==> config.mk <==
export PLATFORM = sky130hd
export DESIGN_NAME = ray_job_dispatcher_flat
export DESIGN_NICKNAME = d
export VERILOG_FILES = /design/src/rtl/ray_job_dispatcher_if.sv /design/src/rtl/ray_job_dispatcher.sv /design/src/flat_wrapper.sv
export SDC_FILE = /design/constraint.sdc
export NUM_CORES = 1
export LEC_CHECK = 0
export CAP_MARGIN = 30
export CORE_MARGIN = 8
export CORE_UTILIZATION = 48
export CTS_BUF_LIST = sky130_fd_sc_hd__clkbuf_4 sky130_fd_sc_hd__clkbuf_8
export DETAILED_ROUTE_END_ITERATION = 10
export PLACE_DENSITY = 0.88
export SYNTH_ARGS = -nofsm -noshare
export SYNTH_HDL_FRONTEND = slang
export SYNTH_SLANG_ARGS = --single-unit
==> constraint.sdc <==
create_clock -name clock -period 5.55 [get_ports clock]
set_input_delay 0.555 -clock clock [delete_from_list [all_inputs] [get_ports clock]]
set_output_delay 0.555 -clock clock [all_outputs]
set_load 0.05 [all_outputs]
==> src/rtl/ray_job_dispatcher_if.sv <==
// Bundles the job, step-controller and result channels of the ray job dispatcher.
// The master side is the dispatcher; the slave side is its surrounding environment.
interface ray_job_dispatcher_if #(
  parameter int X_BITS           = 5,
  parameter int Y_BITS           = 5,
  parameter int Z_BITS           = 5,
  parameter int TIMER_WIDTH      = 32,
  parameter int STEP_COUNT_WIDTH = 16,
  parameter int TAG_BITS         = 8
);
  // Upstream job channel
  logic                        in_valid;
  logic                        in_ready;
  logic [X_BITS-1:0]           in_x;
  logic [Y_BITS-1:0]           in_y;
  logic [Z_BITS-1:0]           in_z;
  logic [TIMER_WIDTH-1:0]      in_timer_x;
  logic [TIMER_WIDTH-1:0]      in_timer_y;
  logic [TIMER_WIDTH-1:0]      in_timer_z;
  logic [STEP_COUNT_WIDTH-1:0] in_max_steps;

  // Step controller channel
  logic                        job_loaded;
  logic                        fsm_ready;
  logic [X_BITS-1:0]           job_init_x;
  logic [Y_BITS-1:0]           job_init_y;
  logic [Z_BITS-1:0]           job_init_z;
  logic [TIMER_WIDTH-1:0]      job_timer_x;
  logic [TIMER_WIDTH-1:0]      job_timer_y;
  logic [TIMER_WIDTH-1:0]      job_timer_z;
  logic [STEP_COUNT_WIDTH-1:0] max_steps;
  logic                        fsm_done;
  logic                        fsm_hit;
  logic                        fsm_timeout;
  logic [X_BITS-1:0]           fsm_hit_x;
  logic [Y_BITS-1:0]           fsm_hit_y;
  logic [Z_BITS-1:0]           fsm_hit_z;
  logic [2:0]                  fsm_face_id;
  logic [STEP_COUNT_WIDTH-1:0] fsm_steps_taken;

  // Downstream result channel
  logic                        res_valid;
  logic                        res_ready;
  logic [TAG_BITS-1:0]         res_tag;
  logic                        res_hit;
  logic                        res_timeout;
  logic                        res_miss;
  logic                        res_abort;
  logic [X_BITS-1:0]           res_x;
  logic [Y_BITS-1:0]           res_y;
  logic [Z_BITS-1:0]           res_z;
  logic [2:0]                  res_face;
  logic [STEP_COUNT_WIDTH-1:0] res_steps;

  // Status
  logic                        busy;
  logic [15:0]                 jobs_completed;

  modport master (
    input  in_valid, in_x, in_y, in_z, in_timer_x, in_timer_y, in_timer_z, in_max_steps,
    output in_ready,
    input  fsm_ready, fsm_done, fsm_hit, fsm_timeout, fsm_hit_x, fsm_hit_y, fsm_hit_z,
    input  fsm_face_id, fsm_steps_taken,
    output job_loaded, job_init_x, job_init_y, job_init_z,
    output job_timer_x, job_timer_y, job_timer_z, max_steps,
    input  res_ready,
    output res_valid, res_tag, res_hit, res_timeout, res_miss, res_abort,
    output res_x, res_y, res_z, res_face, res_steps,
    output busy, jobs_completed
  );

  modport slave (
    output in_valid, in_x, in_y, in_z, in_timer_x, in_timer_y, in_timer_z, in_max_steps,
    input  in_ready,
    output fsm_ready, fsm_done, fsm_hit, fsm_timeout, fsm_hit_x, fsm_hit_y, fsm_hit_z,
    output fsm_face_id, fsm_steps_taken,
    input  job_loaded, job_init_x, job_init_y, job_init_z,
    input  job_timer_x, job_timer_y, job_timer_z, max_steps,
    output res_ready,
    input  res_valid, res_tag, res_hit, res_timeout, res_miss, res_abort,
    input  res_x, res_y, res_z, res_face, res_steps,
    input  busy, jobs_completed
  );
endinterface

==> src/rtl/ray_job_dispatcher.sv <==
// Accepts one ray-march job at a time, hands it to the voxel step controller,
// guards the controller with a watchdog and returns a tagged result downstream.
module ray_job_dispatcher #(
  parameter int X_BITS           = 5,
  parameter int Y_BITS           = 5,
  parameter int Z_BITS           = 5,
  parameter int TIMER_WIDTH      = 32,
  parameter int STEP_COUNT_WIDTH = 16,
  parameter int TAG_BITS         = 8,
  parameter int WATCHDOG_CYCLES  = 65535
) (
  input  logic              clock,
  input  logic              reset,
  ray_job_dispatcher_if.master bus
);

  localparam int WD_W = (WATCHDOG_CYCLES > 1) ? $clog2(WATCHDOG_CYCLES) : 1;
  localparam logic [WD_W-1:0] WD_LAST = WD_W'(WATCHDOG_CYCLES - 1);

  typedef enum logic [1:0] {
    S_IDLE,
    S_ISSUE,
    S_WAIT,
    S_RESULT
  } state_e;

  state_e                      state_q;
  logic [TAG_BITS-1:0]         tag_cnt_q;
  logic [WD_W-1:0]             wd_cnt_q;
  logic [15:0]                 completed_q;

  logic [X_BITS-1:0]           job_x_q;
  logic [Y_BITS-1:0]           job_y_q;
  logic [Z_BITS-1:0]           job_z_q;
  logic [TIMER_WIDTH-1:0]      job_tx_q;
  logic [TIMER_WIDTH-1:0]      job_ty_q;
  logic [TIMER_WIDTH-1:0]      job_tz_q;
  logic [STEP_COUNT_WIDTH-1:0] job_steps_q;

  logic [TAG_BITS-1:0]         res_tag_q;
  logic                        res_hit_q;
  logic                        res_timeout_q;
  logic                        res_miss_q;
  logic                        res_abort_q;
  logic [X_BITS-1:0]           res_x_q;
  logic [Y_BITS-1:0]           res_y_q;
  logic [Z_BITS-1:0]           res_z_q;
  logic [2:0]                  res_face_q;
  logic [STEP_COUNT_WIDTH-1:0] res_steps_q;

  logic wd_expired;

  assign wd_expired = (wd_cnt_q == WD_LAST);

  // NOTE: in_ready is gated by the reset pin so upstream never sees it while reset is held.
  assign bus.in_ready       = reset && (state_q == S_IDLE);
  assign bus.job_loaded     = (state_q == S_ISSUE) && bus.fsm_ready;
  assign bus.res_valid      = (state_q == S_RESULT);
  assign bus.busy           = (state_q != S_IDLE);
  assign bus.jobs_completed = completed_q;

  assign bus.job_init_x  = job_x_q;
  assign bus.job_init_y  = job_y_q;
  assign bus.job_init_z  = job_z_q;
  assign bus.job_timer_x = job_tx_q;
  assign bus.job_timer_y = job_ty_q;
  assign bus.job_timer_z = job_tz_q;
  assign bus.max_steps   = job_steps_q;

  assign bus.res_tag     = res_tag_q;
  assign bus.res_hit     = res_hit_q;
  assign bus.res_timeout = res_timeout_q;
  assign bus.res_miss    = res_miss_q;
  assign bus.res_abort   = res_abort_q;
  assign bus.res_x       = res_x_q;
  assign bus.res_y       = res_y_q;
  assign bus.res_z       = res_z_q;
  assign bus.res_face    = res_face_q;
  assign bus.res_steps   = res_steps_q;

  // NOTE: every register here is small control/data state, so all of it takes the
  // asynchronous reset and is updated only with non-blocking assignments.
  always_ff @(posedge clock or negedge reset) begin
    if (!reset) begin
      state_q       <= S_IDLE;
      tag_cnt_q     <= '0;
      wd_cnt_q      <= '0;
      completed_q   <= '0;
      job_x_q       <= '0;
      job_y_q       <= '0;
      job_z_q       <= '0;
      job_tx_q      <= '0;
      job_ty_q      <= '0;
      job_tz_q      <= '0;
      job_steps_q   <= '0;
      res_tag_q     <= '0;
      res_hit_q     <= 1'b0;
      res_timeout_q <= 1'b0;
      res_miss_q    <= 1'b0;
      res_abort_q   <= 1'b0;
      res_x_q       <= '0;
      res_y_q       <= '0;
      res_z_q       <= '0;
      res_face_q    <= '0;
      res_steps_q   <= '0;
    end else begin
      case (state_q)
        S_IDLE: begin
          if (bus.in_valid) begin
            job_x_q     <= bus.in_x;
            job_y_q     <= bus.in_y;
            job_z_q     <= bus.in_z;
            job_tx_q    <= bus.in_timer_x;
            job_ty_q    <= bus.in_timer_y;
            job_tz_q    <= bus.in_timer_z;
            job_steps_q <= bus.in_max_steps;
            res_tag_q   <= tag_cnt_q;
            tag_cnt_q   <= tag_cnt_q + 1'b1;
            state_q     <= S_ISSUE;
          end
        end

        S_ISSUE: begin
          if (bus.fsm_ready) begin
            wd_cnt_q <= '0;
            state_q  <= S_WAIT;
          end
        end

        S_WAIT: begin
          // A done arriving on the watchdog's last cycle still counts as a real result.
          if (bus.fsm_done) begin
            res_hit_q     <= bus.fsm_hit;
            res_timeout_q <= bus.fsm_timeout;
            res_miss_q    <= !bus.fsm_hit && !bus.fsm_timeout;
            res_abort_q   <= 1'b0;
            res_x_q       <= bus.fsm_hit ? bus.fsm_hit_x   : '0;
            res_y_q       <= bus.fsm_hit ? bus.fsm_hit_y   : '0;
            res_z_q       <= bus.fsm_hit ? bus.fsm_hit_z   : '0;
            res_face_q    <= bus.fsm_hit ? bus.fsm_face_id : '0;
            res_steps_q   <= bus.fsm_steps_taken;
            state_q       <= S_RESULT;
          end else if (wd_expired) begin
            res_hit_q     <= 1'b0;
            res_timeout_q <= 1'b0;
            res_miss_q    <= 1'b0;
            res_abort_q   <= 1'b1;
            res_x_q       <= '0;
            res_y_q       <= '0;
            res_z_q       <= '0;
            res_face_q    <= '0;
            res_steps_q   <= '0;
            state_q       <= S_RESULT;
          end else begin
            wd_cnt_q <= wd_cnt_q + 1'b1;
          end
        end

        S_RESULT: begin
          if (bus.res_ready) begin
            completed_q <= completed_q + 16'd1;
            state_q     <= S_IDLE;
          end
        end

        default: state_q <= S_IDLE;
      endcase
    end
  end

  // Protocol invariants the surrounding blocks rely on.
  a_job_held : assert property (@(posedge clock) disable iff (!reset)
    (state_q != S_IDLE) |=> $stable({job_x_q, job_y_q, job_z_q, job_tx_q, job_ty_q,
                                     job_tz_q, job_steps_q}));

  a_res_held : assert property (@(posedge clock) disable iff (!reset)
    (bus.res_valid && !bus.res_ready) |=> (bus.res_valid &&
      $stable({res_tag_q, res_hit_q, res_timeout_q, res_miss_q, res_abort_q,
               res_x_q, res_y_q, res_z_q, res_face_q, res_steps_q})));

  a_one_side : assert property (@(posedge clock) disable iff (!reset)
    !(bus.in_ready && (bus.res_valid || bus.job_loaded)));

endmodule

==> src/flat_wrapper.sv <==
// flat-port wrapper written by rule: the top's interface ports become plain ports
module ray_job_dispatcher_flat 
#(
  parameter int X_BITS           = 5,
  parameter int Y_BITS           = 5,
  parameter int Z_BITS           = 5,
  parameter int TIMER_WIDTH      = 32,
  parameter int STEP_COUNT_WIDTH = 16,
  parameter int TAG_BITS         = 8,
  parameter int WATCHDOG_CYCLES  = 65535
)
  (clock, reset, bus_in_valid, bus_in_x, bus_in_y, bus_in_z, bus_in_timer_x, bus_in_timer_y, bus_in_timer_z, bus_in_max_steps, bus_in_ready, bus_fsm_ready, bus_fsm_done, bus_fsm_hit, bus_fsm_timeout, bus_fsm_hit_x, bus_fsm_hit_y, bus_fsm_hit_z, bus_fsm_face_id, bus_fsm_steps_taken, bus_job_loaded, bus_job_init_x, bus_job_init_y, bus_job_init_z, bus_job_timer_x, bus_job_timer_y, bus_job_timer_z, bus_max_steps, bus_res_ready, bus_res_valid, bus_res_tag, bus_res_hit, bus_res_timeout, bus_res_miss, bus_res_abort, bus_res_x, bus_res_y, bus_res_z, bus_res_face, bus_res_steps, bus_busy, bus_jobs_completed);
  ray_job_dispatcher_if #(.X_BITS(X_BITS), .Y_BITS(Y_BITS), .Z_BITS(Z_BITS), .TIMER_WIDTH(TIMER_WIDTH), .STEP_COUNT_WIDTH(STEP_COUNT_WIDTH), .TAG_BITS(TAG_BITS)) bus_i ();
  input  logic clock;
  input  logic reset;
  input wire logic [$bits(bus_i.in_valid)-1:0] bus_in_valid;
  input wire logic [$bits(bus_i.in_x)-1:0] bus_in_x;
  input wire logic [$bits(bus_i.in_y)-1:0] bus_in_y;
  input wire logic [$bits(bus_i.in_z)-1:0] bus_in_z;
  input wire logic [$bits(bus_i.in_timer_x)-1:0] bus_in_timer_x;
  input wire logic [$bits(bus_i.in_timer_y)-1:0] bus_in_timer_y;
  input wire logic [$bits(bus_i.in_timer_z)-1:0] bus_in_timer_z;
  input wire logic [$bits(bus_i.in_max_steps)-1:0] bus_in_max_steps;
  output wire logic [$bits(bus_i.in_ready)-1:0] bus_in_ready;
  input wire logic [$bits(bus_i.fsm_ready)-1:0] bus_fsm_ready;
  input wire logic [$bits(bus_i.fsm_done)-1:0] bus_fsm_done;
  input wire logic [$bits(bus_i.fsm_hit)-1:0] bus_fsm_hit;
  input wire logic [$bits(bus_i.fsm_timeout)-1:0] bus_fsm_timeout;
  input wire logic [$bits(bus_i.fsm_hit_x)-1:0] bus_fsm_hit_x;
  input wire logic [$bits(bus_i.fsm_hit_y)-1:0] bus_fsm_hit_y;
  input wire logic [$bits(bus_i.fsm_hit_z)-1:0] bus_fsm_hit_z;
  input wire logic [$bits(bus_i.fsm_face_id)-1:0] bus_fsm_face_id;
  input wire logic [$bits(bus_i.fsm_steps_taken)-1:0] bus_fsm_steps_taken;
  output wire logic [$bits(bus_i.job_loaded)-1:0] bus_job_loaded;
  output wire logic [$bits(bus_i.job_init_x)-1:0] bus_job_init_x;
  output wire logic [$bits(bus_i.job_init_y)-1:0] bus_job_init_y;
  output wire logic [$bits(bus_i.job_init_z)-1:0] bus_job_init_z;
  output wire logic [$bits(bus_i.job_timer_x)-1:0] bus_job_timer_x;
  output wire logic [$bits(bus_i.job_timer_y)-1:0] bus_job_timer_y;
  output wire logic [$bits(bus_i.job_timer_z)-1:0] bus_job_timer_z;
  output wire logic [$bits(bus_i.max_steps)-1:0] bus_max_steps;
  input wire logic [$bits(bus_i.res_ready)-1:0] bus_res_ready;
  output wire logic [$bits(bus_i.res_valid)-1:0] bus_res_valid;
  output wire logic [$bits(bus_i.res_tag)-1:0] bus_res_tag;
  output wire logic [$bits(bus_i.res_hit)-1:0] bus_res_hit;
  output wire logic [$bits(bus_i.res_timeout)-1:0] bus_res_timeout;
  output wire logic [$bits(bus_i.res_miss)-1:0] bus_res_miss;
  output wire logic [$bits(bus_i.res_abort)-1:0] bus_res_abort;
  output wire logic [$bits(bus_i.res_x)-1:0] bus_res_x;
  output wire logic [$bits(bus_i.res_y)-1:0] bus_res_y;
  output wire logic [$bits(bus_i.res_z)-1:0] bus_res_z;
  output wire logic [$bits(bus_i.res_face)-1:0] bus_res_face;
  output wire logic [$bits(bus_i.res_steps)-1:0] bus_res_steps;
  output wire logic [$bits(bus_i.busy)-1:0] bus_busy;
  output wire logic [$bits(bus_i.jobs_completed)-1:0] bus_jobs_completed;
  assign bus_i.in_valid = bus_in_valid;
  assign bus_i.in_x = bus_in_x;
  assign bus_i.in_y = bus_in_y;
  assign bus_i.in_z = bus_in_z;
  assign bus_i.in_timer_x = bus_in_timer_x;
  assign bus_i.in_timer_y = bus_in_timer_y;
  assign bus_i.in_timer_z = bus_in_timer_z;
  assign bus_i.in_max_steps = bus_in_max_steps;
  assign bus_in_ready = bus_i.in_ready;
  assign bus_i.fsm_ready = bus_fsm_ready;
  assign bus_i.fsm_done = bus_fsm_done;
  assign bus_i.fsm_hit = bus_fsm_hit;
  assign bus_i.fsm_timeout = bus_fsm_timeout;
  assign bus_i.fsm_hit_x = bus_fsm_hit_x;
  assign bus_i.fsm_hit_y = bus_fsm_hit_y;
  assign bus_i.fsm_hit_z = bus_fsm_hit_z;
  assign bus_i.fsm_face_id = bus_fsm_face_id;
  assign bus_i.fsm_steps_taken = bus_fsm_steps_taken;
  assign bus_job_loaded = bus_i.job_loaded;
  assign bus_job_init_x = bus_i.job_init_x;
  assign bus_job_init_y = bus_i.job_init_y;
  assign bus_job_init_z = bus_i.job_init_z;
  assign bus_job_timer_x = bus_i.job_timer_x;
  assign bus_job_timer_y = bus_i.job_timer_y;
  assign bus_job_timer_z = bus_i.job_timer_z;
  assign bus_max_steps = bus_i.max_steps;
  assign bus_i.res_ready = bus_res_ready;
  assign bus_res_valid = bus_i.res_valid;
  assign bus_res_tag = bus_i.res_tag;
  assign bus_res_hit = bus_i.res_hit;
  assign bus_res_timeout = bus_i.res_timeout;
  assign bus_res_miss = bus_i.res_miss;
  assign bus_res_abort = bus_i.res_abort;
  assign bus_res_x = bus_i.res_x;
  assign bus_res_y = bus_i.res_y;
  assign bus_res_z = bus_i.res_z;
  assign bus_res_face = bus_i.res_face;
  assign bus_res_steps = bus_i.res_steps;
  assign bus_busy = bus_i.busy;
  assign bus_jobs_completed = bus_i.jobs_completed;
  ray_job_dispatcher #(.X_BITS(X_BITS), .Y_BITS(Y_BITS), .Z_BITS(Z_BITS), .TIMER_WIDTH(TIMER_WIDTH), .STEP_COUNT_WIDTH(STEP_COUNT_WIDTH), .TAG_BITS(TAG_BITS), .WATCHDOG_CYCLES(WATCHDOG_CYCLES)) u_core (.clock(clock), .reset(reset), .bus(bus_i));
endmodule
==> flow_metrics.py <==
# Metrics from the implementation run
metrics = {
    "outcome": {
        "outcome": "finished clean",
    },
    "logic_synthesis": {
        "top_cell_area_share_pct": 59.8,
        "leading_cell_type_by_number_of_instances_after_synthesis": "sky130_fd_sc_hd__nand2_1",
        "postSynthCellCount": 930,
        "synth.cell_area_sq_um": 8990,
        "synthesis.yosys.warnings": 0,
        "synth-async-reset-ratio_pct": 100,
        "synth_stat.cells": 930,
        "area_contributors_post_synth": "sky130_fd_sc_hd__dfrtp_1, sky130_fd_sc_hd__nand2_1, sky130_fd_sc_hd__a221o_1, sky130_fd_sc_hd__nor2b_1, sky130_fd_sc_hd__xnor2_1",
        "synth-simple-area-share_pct": 25.8,
    },
    "final_timing": {
        "setup_viol": 0,
        "post-route-worst-setup-slack_ns": 2.66,
        "fin_hold_ws_ns": 0.0859,
        "rsz_0062_raised_after_global_routing": "false",
        "final_period_minus_worst_setup_slack_ns": 2.89,
    },
    "routing": {
        "drt.antenna.violating_nets": 0,
        "drcViolationCount": 0,
        "via_per_inst": 5.30,
        "via_count": 8199,
    },
    "finish": {
        "layout.clock.cell_area_share_pct": 5.91,
        "n_sequential_cell": 215,
        "buffers_excl_clock": 369,
        "layout_clock_buffer_count": 58,
        "final-nonclk-buf-share_pct": 27.2,
        "layout.filler_cells": 1234,
        "stdcell_area_sq_um": 13600,
        "finish.net_count": 1467,
        "non_clock_inverter_count": 11,
        "area_dominant_class": "registers",
        "area.share.sequential_pct": 39.6,
    },
    "setup_path": {
        "crit-reg2reg-launch": "u_core.state_q[0]",
        "cp_num_buf_inv": 3,
        "worstSetupStartpointType": "flop",
        "crit_path_top_delay_cell": "sky130_fd_sc_hd__ha_1",
        "crit_fanout": 37,
        "worstReg2RegEnd": "u_core.wd_cnt_q[12]",
        "worst_reg2reg_path_depth": 8,
        "worstPathCellList": "inv_1 > ha_1 > buf_4 > and2_1 > buf_16 > or2_2 > a21o_2 > a211o_1",
        "cp_data_arrival_time_ns": 3.28,
        "criticalPathCategory": "reg2reg",
        "critical-path-max-stage-delay_ns": 0.43,
    },
    "cts": {
        "cts_resized": 0,
        "htree_levels": 2,
        "numCtsBuffers": 38,
        "clock_sinks": 215,
        "postCtsHoldBufs": 0,
        "ctsRootBufferMaster": "sky130_fd_sc_hd__clkbuf_8",
    },
    "global_route": {
        "grt_first_pass_wirelength_microns": 46600,
        "grt_usage_pct": 24.6,
        "grt_antenna_before_repair": 1,
        "globalRouteMet1Util_pct": 27.6,
        "first_global_vias": 8736,
        "gr-total-overflow": 0,
    },
    "floorplanning": {
        "chip_area_sq_um": 23400,
    },
    "power": {
        "ir_drop_mv": 0.444,
        "fraction_of_power_spent_switching_nets_pct": 48.2,
        "p_clk_share_pct": 17.4,
        "pwr-share-seq_pct": 29.0,
        "top_power_group": "combinational cells",
        "pwr_density_cell_nw_per_um2": 655,
        "leakagePower_nw": 6.31,
    },
    "place": {
        "place.port_buffers": 361,
        "detailedPlacementHpwl_microns": 20600,
        "preCtsSetupSlack_ns": 2.27,
    },
}
Figure 1. Signal wires on met3.
Scale bar: 50 microns.
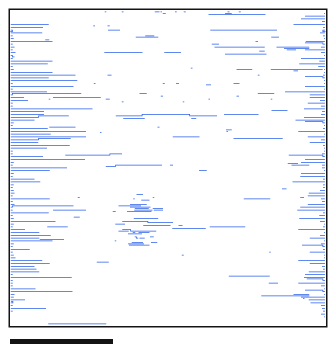
main direction = horizontal
wire length on this layer = 2,540 microns
M3 GR Usage: 8.35%
routed wire length: 29,200 microns

Figure 2. Clock network drawn from the DEF.
Scale bar: 50 microns.
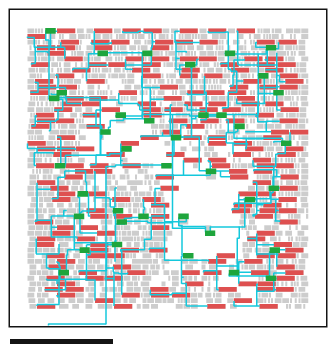
cyan -> clock wires  # length 3,010 microns
red -> flip-flops  # count 215
green -> clock-net drivers  # count 38
routed clock nets = 39
Clock Skews: 0.0291 ns
clk_lat worst skew: 0.53 ns
total clock network power: 1.55 mW

Figure 3. Signal wires by layer.
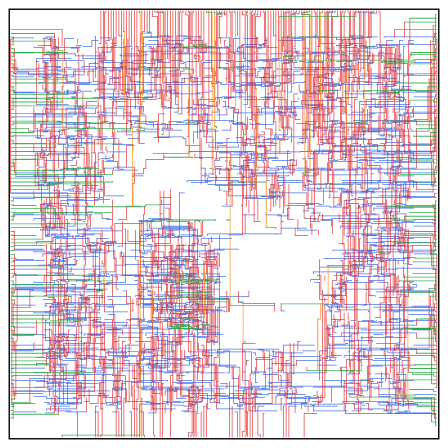
orange -> M4  # wire length 1,050 microns
blue -> M1  # wire length 11,300 microns
green -> M3  # wire length 2,540 microns
red -> M2  # wire length 14,300 microns

Figure 4. Placement view.
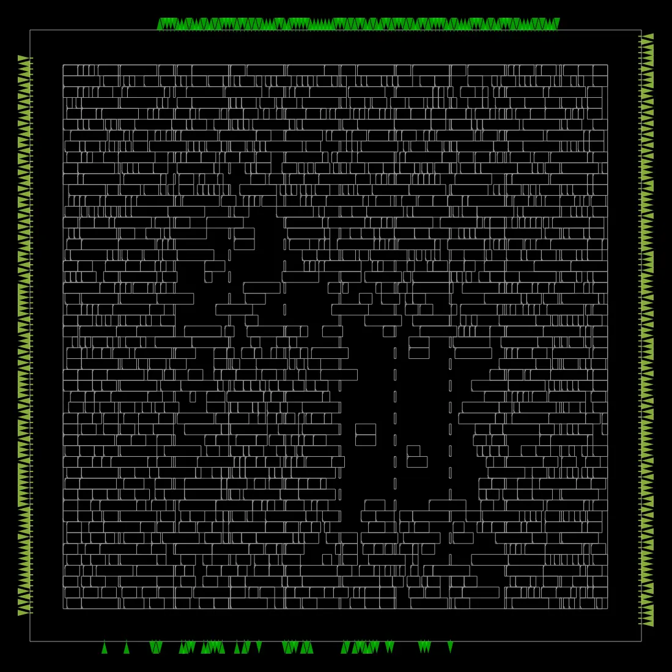
Core ar.: 18,500 sq um
number of cells in the finished layout apart from fillers: 1,547

Figure 5. A small window of the routed layout.
Window x 56 to 96, y 26 to 66 microns. Cells in grey, sequential cells in the stronger grey; small squares are vias.
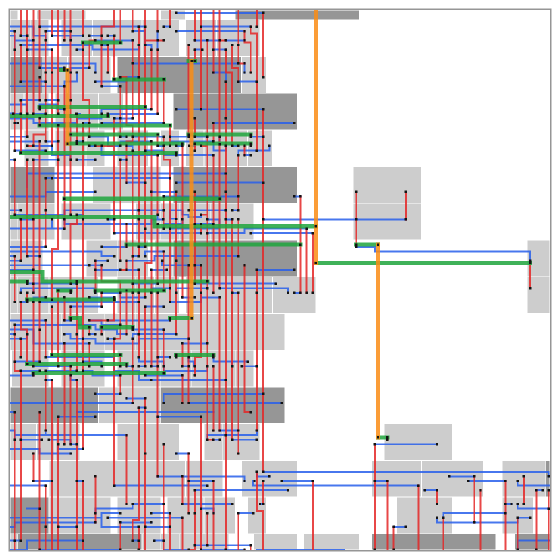
blue -> M1
green -> M3
orange -> M4
red -> M2
cells with their middle in the window = 81
sequential cells in the window = 6
netlist names of flops here include = u_core.wd_cnt_q (5), u_core.state_q (1)
most frequent = nand2_1 (7), nand4_1 (6), dfrtp_1 (6)

Power is estimated from default activity; no workload was simulated.
